--- src/rtl/magic_pkg.sv ---
// Shared types and width constants for the MAGIC NOR/INV executor.
// Instruction word layout is {op, dst, src_a, src_b}.
package magic_pkg;
   localparam int N_CELLS    = 64;
   localparam int N_IN       = 7;
   localparam int N_OUT      = 8;
   localparam int PROG_DEPTH = 64;
   localparam int CW         = $clog2(N_CELLS);
   localparam int PAW        = $clog2(PROG_DEPTH);
   localparam int OW         = $clog2(N_OUT);
   localparam int IW         = 2 + 3 * CW;

   typedef enum logic [1:0] {
      OP_END  = 2'b00,
      OP_NOR2 = 2'b01,
      OP_INV1 = 2'b10,
      OP_OUT  = 2'b11
   } op_e;

   typedef enum logic [2:0] {
      S_IDLE,
      S_LOAD,
      S_DECODE,
      S_EVAL,
      S_DONE
   } state_e;

   typedef struct packed {
      op_e           op;
      logic [CW-1:0] dst;
      logic [CW-1:0] src_a;
      logic [CW-1:0] src_b;
   } instr_t;

   function automatic logic cell_ok(input logic [CW-1:0] idx);
      return int'(idx) < N_CELLS;
   endfunction
endpackage

--- src/rtl/magic_cell_array.sv ---
// Bit-cell row emulating one crossbar row: two read ports, one write
// port, and a bulk load that places inputs and clears the rest.
module magic_cell_array
   import magic_pkg::*;
(
   input  logic            clk,
   input  logic            rst_n,
   input  logic            ld_en,
   input  logic [N_IN-1:0] ld_vec,
   input  logic [CW-1:0]   ra_a,
   input  logic [CW-1:0]   ra_b,
   output logic            rd_a,
   output logic            rd_b,
   input  logic            we,
   input  logic [CW-1:0]   wa,
   input  logic            wd
);
   logic [N_CELLS-1:0] cells_q;
   logic [N_CELLS-1:0] cells_d;

   always_comb begin
      cells_d = cells_q;
      if (ld_en) begin
         cells_d = {{(N_CELLS-N_IN){1'b0}}, ld_vec};
      end else if (we && cell_ok(wa)) begin
         cells_d[wa] = wd;
      end
   end

   // Out-of-range reads see a constant 0
   assign rd_a = cell_ok(ra_a) ? cells_q[ra_a] : 1'b0;
   assign rd_b = cell_ok(ra_b) ? cells_q[ra_b] : 1'b0;

   always_ff @(posedge clk or negedge rst_n) begin
      if (!rst_n) begin
         cells_q <= '0;
      end else begin
         cells_q <= cells_d;
      end
   end
endmodule

--- src/rtl/magic_nor_exec.sv ---
// Sequential MAGIC executor: runs a NOR/INV microprogram gate by gate,
// two cycles per gate (INIT to 1, then EVAL), on a bit-cell row.
module magic_nor_exec
   import magic_pkg::*;
(
   input  logic             clk,
   input  logic             rst_n,
   input  logic             prog_we,
   input  logic [PAW-1:0]   prog_addr,
   input  logic [IW-1:0]    prog_data,
   input  logic             start,
   input  logic [N_IN-1:0]  in_vec,
   output logic             busy,
   output logic             done,
   output logic             err,
   output logic [N_OUT-1:0] result,
   output logic [15:0]      exec_cycles
);
   state_e           state_q, state_d;
   logic [PAW-1:0]   pc_q, pc_d;
   logic [N_IN-1:0]  in_q, in_d;
   logic             err_q, err_d;
   logic [N_OUT-1:0] res_q, res_d;
   logic [15:0]      cnt_q, cnt_d;
   logic             busy_q, busy_d;
   logic             done_q, done_d;

   instr_t mem_q [PROG_DEPTH];
   instr_t ins;
   logic   mem_we;

   logic          c_ld, c_we, c_wd;
   logic          rd_a, rd_b;
   logic          last;
   logic          gate_bad;
   logic [15:0]   cnt_inc;

   assign ins     = mem_q[pc_q];
   assign mem_we  = prog_we && (state_q == S_IDLE);
   assign last    = (pc_q == PAW'(PROG_DEPTH - 1));
   assign cnt_inc = (cnt_q == 16'hFFFF) ? cnt_q : cnt_q + 16'd1;

   // Aliased operands still execute; they just flag the run
   assign gate_bad = !cell_ok(ins.dst) || !cell_ok(ins.src_a)
                  || (ins.dst == ins.src_a)
                  || ((ins.op == OP_NOR2)
                      && (!cell_ok(ins.src_b) || ins.dst == ins.src_b));

   magic_cell_array u_cells (
      .clk    (clk),
      .rst_n  (rst_n),
      .ld_en  (c_ld),
      .ld_vec (in_q),
      .ra_a   (ins.src_a),
      .ra_b   (ins.src_b),
      .rd_a   (rd_a),
      .rd_b   (rd_b),
      .we     (c_we),
      .wa     (ins.dst),
      .wd     (c_wd)
   );

   always_comb begin
      state_d = state_q;
      pc_d    = pc_q;
      in_d    = in_q;
      err_d   = err_q;
      res_d   = res_q;
      cnt_d   = cnt_q;
      c_ld    = 1'b0;
      c_we    = 1'b0;
      c_wd    = 1'b0;
      unique case (state_q)
         S_IDLE: begin
            if (start) begin
               in_d    = in_vec;
               err_d   = 1'b0;
               res_d   = '0;
               cnt_d   = '0;
               state_d = S_LOAD;
            end
         end
         S_LOAD: begin
            c_ld    = 1'b1;
            pc_d    = '0;
            cnt_d   = cnt_inc;
            state_d = S_DECODE;
         end
         S_DECODE: begin
            cnt_d = cnt_inc;
            unique case (ins.op)
               OP_NOR2, OP_INV1: begin
                  c_we    = 1'b1;
                  c_wd    = 1'b1;
                  err_d   = err_q | gate_bad;
                  state_d = S_EVAL;
               end
               OP_OUT: begin
                  res_d[ins.dst[OW-1:0]] = rd_a;
                  if (!cell_ok(ins.src_a)) err_d = 1'b1;
                  if (last) begin
                     err_d   = 1'b1;
                     state_d = S_DONE;
                  end else begin
                     pc_d = pc_q + 1'b1;
                  end
               end
               default: state_d = S_DONE;
            endcase
         end
         S_EVAL: begin
            cnt_d = cnt_inc;
            c_we  = 1'b1;
            c_wd  = (ins.op == OP_NOR2) ? ~(rd_a | rd_b) : ~rd_a;
            if (last) begin
               err_d   = 1'b1;
               state_d = S_DONE;
            end else begin
               pc_d    = pc_q + 1'b1;
               state_d = S_DECODE;
            end
         end
         S_DONE:  state_d = S_IDLE;
         default: state_d = S_IDLE;
      endcase
      busy_d = (state_d != S_IDLE);
      done_d = (state_d == S_DONE);
   end

   always_ff @(posedge clk or negedge rst_n) begin
      if (!rst_n) begin
         state_q <= S_IDLE;
         pc_q    <= '0;
         in_q    <= '0;
         err_q   <= 1'b0;
         res_q   <= '0;
         cnt_q   <= '0;
         busy_q  <= 1'b0;
         done_q  <= 1'b0;
      end else begin
         state_q <= state_d;
         pc_q    <= pc_d;
         in_q    <= in_d;
         err_q   <= err_d;
         res_q   <= res_d;
         cnt_q   <= cnt_d;
         busy_q  <= busy_d;
         done_q  <= done_d;
      end
   end

   always_ff @(posedge clk or negedge rst_n) begin
      if (!rst_n) begin
         for (int i = 0; i < PROG_DEPTH; i++) mem_q[i] <= '0;
      end else if (mem_we) begin
         mem_q[prog_addr] <= instr_t'(prog_data);
      end
   end

   assign busy        = busy_q;
   assign done        = done_q;
   assign err         = err_q;
   assign result      = res_q;
   assign exec_cycles = cnt_q;
endmodule

--- config.mk ---
export PLATFORM = sky130hd
export DESIGN_NAME = magic_nor_exec
export DESIGN_NICKNAME = d
export VERILOG_FILES = /design/src/rtl/magic_pkg.sv /design/src/rtl/magic_cell_array.sv /design/src/rtl/magic_nor_exec.sv
export SDC_FILE = /design/constraint.sdc
export NUM_CORES = 2
export LEC_CHECK = 0
export ABC_AREA = 1
export CORE_MARGIN = 5
export CORE_UTILIZATION = 64
export DETAILED_ROUTE_END_ITERATION = 8
export PLACE_DENSITY_LB_ADDON = 0.12
export SYNTH_ARGS = -nofsm -noshare
export SYNTH_HDL_FRONTEND = slang
export SYNTH_SLANG_ARGS = --single-unit
--- constraint.sdc ---
create_clock -name clk -period 11.14 [get_ports clk]
set_input_delay 1.671 -clock clk [delete_from_list [all_inputs] [get_ports clk]]
set_output_delay 1.671 -clock clk [all_outputs]
set_load 0.05 [all_outputs]
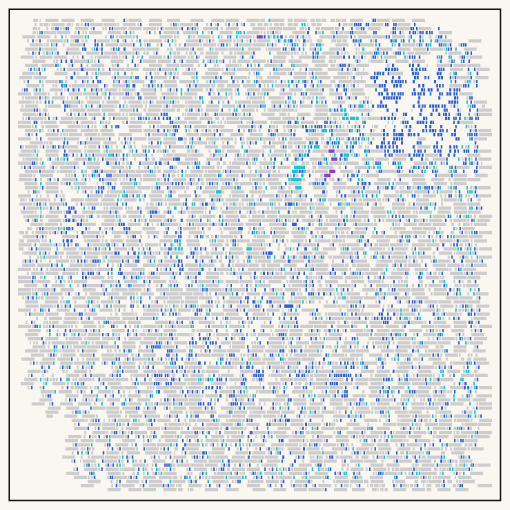
(logic cells by family)
Drawn at 1.5 px/um.
- cyan: NOR gates (cells 870; most used nor2_1; where all over the die)
- purple: adder and majority cells (cells 5; most used ha_1)
- blue: NAND gates (cells 2,434; most used nand2_1; where all over the die)
Comb area share: 0.371
most numerous logic cell after layout: nand2_1
non-filler cells, final: 8,960

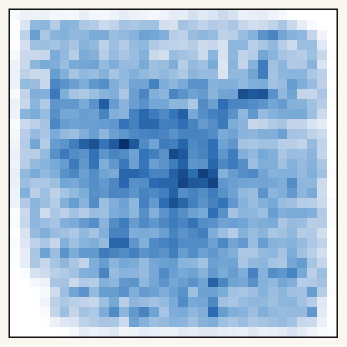
(routed metal per tile)
Drawn at 1 px/um. The die is cut into 33 by 33 equal tiles; white is low, dark blue is high, scaled to the fullest tile. Values are wire area over tile area, all layers added.
- densest ninth of the die: centre
- fullest tile: 0.78
- mean over tiles: 0.33
- emptiest ninth of the die: south-west
- tiles over half the peak: 33%
- nearly empty tiles: 5.5%

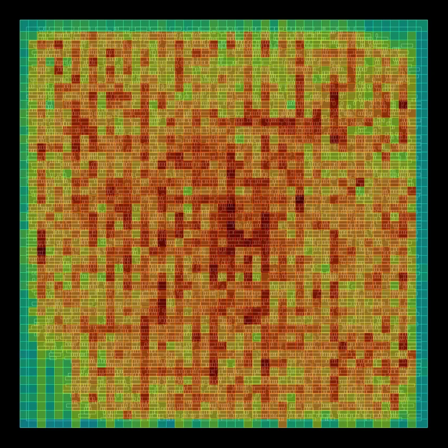
(routing congestion map)
Total GRT Usage: 0.370
Layout Utilization: 0.691

==> run_results.csv <==
group,metric,value,unit
run_status,status,"complete, no violations",
critical_path,required,11.76,ns
detailed_routing,top_layer,"met5",
hold_path,min_to,"mem_q[214]",
synth,synthArstFlopShare,1.00,
clock_tree,cts.clk_slew.worst_paths,0.06,ns
synth,ys_cells,7890,
synth,flop_cell,"dfrtp_1",
clock_tree,max-clock-path-buffers,3,
layout,fin_nets,7594,
synth,top_cell_area_share,0.541,
critical_path,cp_num_cells,18,
critical_path,critPathLaunchType,"flip-flop",
layout,largest_reg_flops,1280,
layout,seqCellArea,34700,um2
synth,xor_area_frac,0.000546,
synth,ys_warn_count,0,
layout,signal_buffers,200,
detailed_routing,post_drt_wl_per_cell,22.2,um
clock_tree,cts_tree,"built",
layout,sh_seq_area,0.503,
critical_path,reg2reg_from,"pc_q[0]",
global_route,top_usage_layer,"met2",
detailed_routing,route.detailed.drc,0,
synth,ys_sh_aoi,0.193,
synth,synth-seq-cells,1387,
die,fp-utilization,0.642,
die,io-pin-count,64,
place,hpwl,113,mm
detailed_routing,wl_met3,24.2,mm
critical_path,path_cells,"buf_12 > buf_4 > o21ai_0 > o221ai_1 > nand3_1 > nand4_1 > o21ai_0 > o21ai_0 > inv_1 > ha_1 > inv_1 > nor2_1 > nor2_1 > buf_4 > inv_1 > o21ai_0 > nand2_1 > nand3_1",
final_timing,max_freq,156,MHz
layout,stdcell_area,69000,um2
critical_path,rr_endpoint,"u_cells.cells_q[4]",
global_route,grt_util_met1,0.526,
global_route,grt_max_degree,220,
synth,largest_area_cell,"dfrtp_1",
flow_run,warnings,65,
place,dp_cells,8703,
global_route,grt_first_pass_wirelength,311,mm
critical_path,cpLargestDelayFamily,"buffers and inverters",
hold_path,hold_start,"mem_q[214]",
power,vdd_ir_drop_max,155,uV
layout,dominant-cell-class,"registers",
final_timing,setup_viol,0,
hold_path,hold_class,"flip-flop to flip-flop",
[power by group]
group	switching, mW	internal, mW	total [mW]
Clock	1.98	2.73	4.71
Combinational	3.34	1.37	4.71
Sequential	0.559	5.96	6.51
[metrics by stage]
stage / worst slack, ns / hold WS [ns]
5_1_grt: 4.32 / 0.492
3_3_place_gp: 5.15 / 0.460
6_report: 4.73 / 0.479
2_1_floorplan: 7.31 / 0.445
3_5_place_dp: 5.03 / 0.467
4_1_cts: 5.01 / 0.482
[synthesized netlist by cell type (all sizes together), types with 4 or more instances]
library cell / n
o211ai: 69
nor2: 842
inv: 147
nand2: 2029
nand4: 28
o221ai: 67
o22ai: 148
nor4: 5
a31oi: 5
clkinv: 22
o21ai: 1990
nand3: 376
nor3: 21
clkbuf: 479
dfrtp: 1387
a21oi: 48
ha: 5
buf: 206
xor2: 4
No activity file was given, so power comes from the tool's default toggle rates.
